File: src/rtl/keypad_pkg.sv
// Shared keypad scanner types: debouncer FSM states, per-frame key classes, code width helper.
// Pure declarations; no latency or backpressure of its own.
package keypad_pkg;

    typedef enum logic [1:0] {
        ST_IDLE        = 2'd0,
        ST_DEBOUNCE_DN = 2'd1,
        ST_PRESSED     = 2'd2,
        ST_DEBOUNCE_UP = 2'd3
    } kp_state_e;

    typedef enum logic [1:0] {
        FR_NONE  = 2'd0,
        FR_ONE   = 2'd1,
        FR_MULTI = 2'd2
    } frame_class_e;

    function automatic int code_width(input int nkeys);
        return (nkeys <= 2) ? 1 : $clog2(nkeys);
    endfunction

endpackage

File: src/rtl/keypad_frame_debouncer.sv
// Frame-rate press/release debouncer; emit_o is combinational with frame_done_i, no backpressure.
// KEYPAD_AUTOREPEAT_EN adds held-key repeat events after REPEAT_DELAY, then every REPEAT_RATE frames.
module keypad_frame_debouncer
    import keypad_pkg::*;
#(
    parameter int CW       = 4,
    parameter int DEBOUNCE = 4
`ifdef KEYPAD_AUTOREPEAT_EN
    ,
    parameter int REPEAT_DELAY = 50,
    parameter int REPEAT_RATE  = 10
`endif
) (
    input  logic          clk_i,
    input  logic          rst_i,
    input  logic          frame_done_i,
    input  frame_class_e  frame_class_i,
    input  logic [CW-1:0] frame_code_i,
    output logic          emit_o,
    output logic [CW-1:0] emit_code_o,
    output logic          held_o
);

    localparam logic [4:0] DEB = 5'(DEBOUNCE);

    kp_state_e     state_q, state_d;
    logic [3:0]    cnt_q, cnt_d;
    logic [CW-1:0] cand_q, cand_d;
    logic [4:0]    cnt_inc;
    logic          same_one;
    logic          fsm_emit;

    assign cnt_inc  = {1'b0, cnt_q} + 5'd1;
    assign same_one = (frame_class_i == FR_ONE) && (frame_code_i == cand_q);

    always_comb begin
        state_d  = state_q;
        cnt_d    = cnt_q;
        cand_d   = cand_q;
        fsm_emit = 1'b0;
        if (frame_done_i) begin
            unique case (state_q)
                ST_IDLE: begin
                    if (frame_class_i == FR_ONE) begin
                        cand_d = frame_code_i;
                        cnt_d  = 4'd1;
                        if (DEBOUNCE == 1) begin
                            state_d  = ST_PRESSED;
                            fsm_emit = 1'b1;
                        end else begin
                            state_d = ST_DEBOUNCE_DN;
                        end
                    end
                end
                ST_DEBOUNCE_DN: begin
                    if (!same_one) begin
                        state_d = ST_IDLE;
                    end else if (cnt_inc == DEB) begin
                        state_d  = ST_PRESSED;
                        fsm_emit = 1'b1;
                    end else begin
                        cnt_d = cnt_inc[3:0];
                    end
                end
                ST_PRESSED: begin
                    if (frame_class_i == FR_NONE) begin
                        cnt_d   = 4'd1;
                        state_d = (DEBOUNCE == 1) ? ST_IDLE : ST_DEBOUNCE_UP;
                    end
                end
                ST_DEBOUNCE_UP: begin
                    if (frame_class_i != FR_NONE) begin
                        state_d = ST_PRESSED;
                    end else if (cnt_inc == DEB) begin
                        state_d = ST_IDLE;
                    end else begin
                        cnt_d = cnt_inc[3:0];
                    end
                end
                default: state_d = ST_IDLE;
            endcase
        end
    end

    always_ff @(posedge clk_i or posedge rst_i) begin
        if (rst_i) begin
            state_q <= ST_IDLE;
            cnt_q   <= '0;
            cand_q  <= '0;
        end else begin
            state_q <= state_d;
            cnt_q   <= cnt_d;
            cand_q  <= cand_d;
        end
    end

`ifdef KEYPAD_AUTOREPEAT_EN
    logic [15:0] rpt_q, rpt_d;
    logic        rpt_armed_q, rpt_armed_d;
    logic        rpt_emit;

    // Counter only runs while the key stays in PRESSED across the frame edge.
    always_comb begin
        rpt_d       = rpt_q;
        rpt_armed_d = rpt_armed_q;
        rpt_emit    = 1'b0;
        if (state_q != ST_PRESSED || state_d != ST_PRESSED) begin
            rpt_d       = '0;
            rpt_armed_d = 1'b0;
        end else if (frame_done_i) begin
            rpt_d = rpt_q + 16'd1;
            if (rpt_d == (rpt_armed_q ? 16'(REPEAT_RATE) : 16'(REPEAT_DELAY))) begin
                rpt_emit    = 1'b1;
                rpt_d       = '0;
                rpt_armed_d = 1'b1;
            end
        end
    end

    always_ff @(posedge clk_i or posedge rst_i) begin
        if (rst_i) begin
            rpt_q       <= '0;
            rpt_armed_q <= 1'b0;
        end else begin
            rpt_q       <= rpt_d;
            rpt_armed_q <= rpt_armed_d;
        end
    end

    assign emit_o = fsm_emit | rpt_emit;
`else
    assign emit_o = fsm_emit;
`endif

    assign emit_code_o = cand_d;
    assign held_o      = (state_q == ST_PRESSED) || (state_q == ST_DEBOUNCE_UP);

endmodule

File: src/rtl/keypad_scan_ctrl.sv
// ROWS x COLS keypad scanner: press to key_valid in 2 sync + DEBOUNCE frames + 1 register cycle.
// One-entry valid/ready output; an event arriving while one is still pending is dropped and sets sticky overrun (KEYPAD_AUTOREPEAT_EN: repeats).
module keypad_scan_ctrl
    import keypad_pkg::*;
#(
    parameter int ROWS         = 4,
    parameter int COLS         = 4,
    parameter int SCAN_DIV     = 100000,
    parameter int DEBOUNCE     = 4,
    parameter int REPEAT_DELAY = 50,
    parameter int REPEAT_RATE  = 10,
    localparam int CW          = code_width(ROWS * COLS)
) (
    input  logic            clock_100Mhz,
    input  logic            reset,
    input  logic [COLS-1:0] col_in,
    output logic [ROWS-1:0] row_out,
    output logic            key_valid,
    input  logic            key_ready,
    output logic [CW-1:0]   key_code,
    output logic            key_held,
    output logic            multi_press,
    output logic            overrun
);

    localparam int N  = ROWS * COLS;
    localparam int RW = $clog2(ROWS);
    localparam int DW = $clog2(SCAN_DIV);

    logic [COLS-1:0] col_s1_q, col_s2_q;
    logic [DW-1:0]   dwell_q;
    logic [RW-1:0]   row_q;
    logic [N-1:0]    frame_q, frame_now;
    logic            last_dwell, frame_done;
    logic [7:0]      ones;
    logic [CW-1:0]   frame_code;
    frame_class_e    frame_class;
    logic            emit;
    logic [CW-1:0]   emit_code;
    logic            vld_q, ovr_q, mp_q, accept;
    logic [CW-1:0]   code_q;

    assign last_dwell = (dwell_q == DW'(SCAN_DIV - 1));
    assign frame_done = last_dwell && (row_q == RW'(ROWS - 1));
    assign row_out    = ROWS'(1) << row_q;

    always_ff @(posedge clock_100Mhz or posedge reset) begin
        if (reset) begin
            col_s1_q <= '0;
            col_s2_q <= '0;
            dwell_q  <= '0;
            row_q    <= '0;
            frame_q  <= '0;
        end else begin
            col_s1_q <= col_in;
            col_s2_q <= col_s1_q;
            dwell_q  <= last_dwell ? '0 : dwell_q + DW'(1);
            if (last_dwell) begin
                row_q   <= (row_q == RW'(ROWS - 1)) ? '0 : row_q + RW'(1);
                frame_q <= frame_now;
            end
        end
    end

    // The current row's sample is merged in so the last row is classified on the same edge it is taken.
    always_comb begin
        frame_now = frame_q;
        frame_now[int'(row_q) * COLS +: COLS] = col_s2_q;
    end

    always_comb begin
        ones       = '0;
        frame_code = '0;
        for (int i = 0; i < N; i++) begin
            if (frame_now[i]) begin
                ones       = ones + 8'd1;
                frame_code = CW'(i);
            end
        end
    end

    assign frame_class = (ones == 8'd0) ? FR_NONE : (ones == 8'd1) ? FR_ONE : FR_MULTI;

    keypad_frame_debouncer #(
        .CW           (CW),
        .DEBOUNCE     (DEBOUNCE)
`ifdef KEYPAD_AUTOREPEAT_EN
        ,
        .REPEAT_DELAY (REPEAT_DELAY),
        .REPEAT_RATE  (REPEAT_RATE)
`endif
    ) u_debouncer (
        .clk_i         (clock_100Mhz),
        .rst_i         (reset),
        .frame_done_i  (frame_done),
        .frame_class_i (frame_class),
        .frame_code_i  (frame_code),
        .emit_o        (emit),
        .emit_code_o   (emit_code),
        .held_o        (key_held)
    );

    assign accept = vld_q && key_ready;

    always_ff @(posedge clock_100Mhz or posedge reset) begin
        if (reset) begin
            vld_q  <= 1'b0;
            code_q <= '0;
            ovr_q  <= 1'b0;
            mp_q   <= 1'b0;
        end else begin
            if (frame_done) begin
                mp_q <= (frame_class == FR_MULTI);
            end
            if (emit) begin
                if (!vld_q || accept) begin
                    vld_q  <= 1'b1;
                    code_q <= emit_code;
                end else begin
                    ovr_q <= 1'b1;
                end
            end else if (accept) begin
                vld_q <= 1'b0;
            end
        end
    end

    assign key_valid   = vld_q;
    assign key_code    = code_q;
    assign multi_press = mp_q;
    assign overrun     = ovr_q;

endmodule

File: config.mk
export PLATFORM = sky130hd
export DESIGN_NAME = keypad_scan_ctrl
export DESIGN_NICKNAME = d
export VERILOG_FILES = /design/src/rtl/keypad_pkg.sv /design/src/rtl/keypad_frame_debouncer.sv /design/src/rtl/keypad_scan_ctrl.sv
export SDC_FILE = /design/constraint.sdc
export NUM_CORES = 1
export LEC_CHECK = 0
export ABC_AREA = 0
export CELL_PAD_IN_SITES_DETAIL_PLACEMENT = 0
export CELL_PAD_IN_SITES_GLOBAL_PLACEMENT = 1
export CORE_ASPECT_RATIO = 1.1
export CORE_UTILIZATION = 48
export CTS_CLUSTER_SIZE = 8
export DETAILED_ROUTE_END_ITERATION = 10
export PLACE_DENSITY_LB_ADDON = 0.1
export SYNTH_ARGS = -nofsm -noshare
export SYNTH_HDL_FRONTEND = slang
export SYNTH_SLANG_ARGS = --single-unit
File: constraint.sdc
create_clock -name clock_100Mhz -period 11.3 [get_ports clock_100Mhz]
set_input_delay 2.26 -clock clock_100Mhz [delete_from_list [all_inputs] [get_ports clock_100Mhz]]
set_output_delay 2.26 -clock clock_100Mhz [all_outputs]
set_load 0.1 [all_outputs]
### Metal layers overlaid

The bar under the picture is 20 um long.
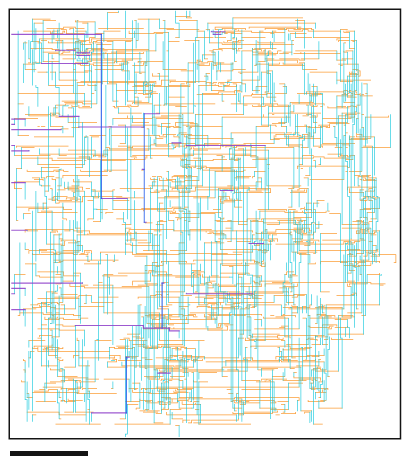
| layer | colour | wire length |
|---|---|---|
| M1 | orange | 5490 um |
| M2 | cyan | 5520 um |
| M3 | purple | 227 um |
| M4 | blue | 95.9 um |
wire length per cell: 15.2 um
All-Layer GR Usage: 21.4%

### Ports around the boundary

Pins as bars across the die edge, other pins in grey.
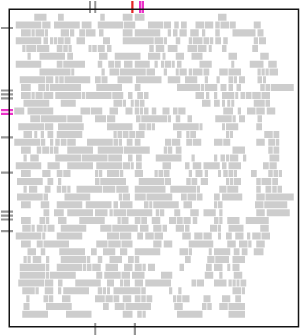
| port | colour | pins | direction | edge |
|---|---|---|---|---|
| key_held | red | 1 | output | top |
| key_code | magenta | 4 | output | 2 left, 2 top |
all pins by edge: 12 left, 5 top, 2 bottom

### Sequential cells coloured by netlist name

Other sequential cells in the stronger grey, the rest of the logic in the fainter grey.
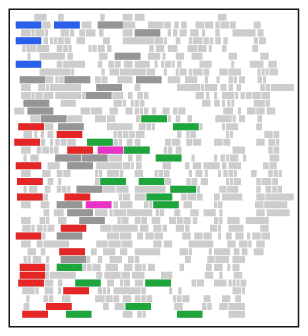
| signal | colour | sequential cells |
|---|---|---|
| dwell_q | red | 17 |
| u_debouncer.cnt_q | blue | 4 |
| row_q | magenta | 2 |
| frame_q | green | 16 |
not coloured: 21
register area: 1500 sq um
post-layout util: 56.9%
Seq/total area: 25.5%

### Clock distribution

The bar under the picture is 20 um long.
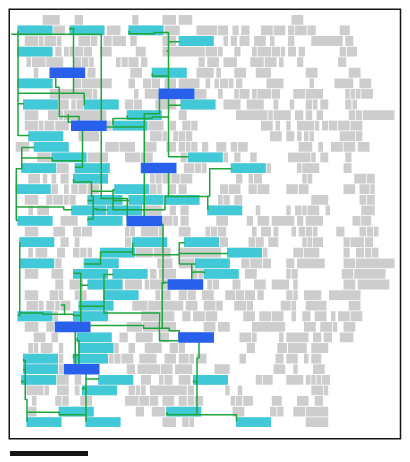
[clock-net drivers] blue | count: 9
[clock wires] green | length: 832 um
[flip-flops] cyan | count: 60
routed clock nets: 10

==> CHANGELOG.md <==
## Flow update

- Final Cycle Share: 92.6%
- Initial antenna violation count: 0
- Detailed Routing Iterations Pass 1: 4
- Area grow syn2layout: 15.8%
- Max VDD drop: 0.000127 V
- Hold WS: 0.343 ns
- Fin. max-slew vios: 0
- Worst Setup SP: row_q[1]$_DFFE_PP0N_
- Vias in the first global route: 3918
- Synth top cell by count: dfrtp_1
- Hold path startpoint: col_s1_q[0]$_DFF_PP0_
- Non-clk buf share: 4.52%
- Synth top area share: 29.5%
- Reg2Reg Setup Slack: 0.83 ns
- Mapped Cells: 572
- Worst R2R Start: row_q[1]$_DFFE_PP0N_
- Core Rows: 39
- Clock share of power: 52.9%
- M2 GR Usage: 36.7%
- Hold_buf cts: 0
- CP max stage delay: 0.44 ns
- Register share after synthesis: 29.5%
- Clock buf/inv share: 6.35%
- WS Path Type: flop to flop
- First DRT Iteration DRCs: 192
- Status: completed
- DR vias: 4161
- Clk_lat worst skew: 0.32 ns
- Diode count: 0
- Met3 Use GR: 2.99%
- Setup TNS: 0 ns
- Rel. slew slack: 34.6%
- Syn Std Cell Area: 5090 sq um
- Total CTS buffers: 9
- Worst reg2reg path depth: 56
- P_clk: 340 uW
- Top cell excl fill/tap: dfrtp_1
- Non-clk invs: 24
- Async set or reset register ratio after synthesis: 100%
[metrics by stage]
step / area [sq um] / instances
floorplan: 5090 / 572
global placement: 5430 / 724
detailed placement: 5430 / 724
CTS: 5800 / 740
global route: 5890 / 744
finish: 5890 / 744
[routing by layer]
layer | wire length, um | share of wire (%)
met2 | 5520 | 49
met5 | 0 | 0
met1 | 5490 | 48
met4 | 95 | 0.84
met3 | 227 | 2.0
[logic make-up after synthesis]
| kind of cell | count (synthesis) | synth area share, % |
|---|---|---|
| adders and majority gates | 25 | 6.10 |
| xor gates and xnor gates | 70 | 14.7 |
| buffers and inverters | 40 | 3.22 |
| and+or+nand+nor | 230 | 24.6 |
| DFF | 60 | 29.5 |
| muxes | 16 | 3.74 |
| AOI/OAI and AO/OA | 131 | 18.2 |
Power and IR drop assume default switching activity.
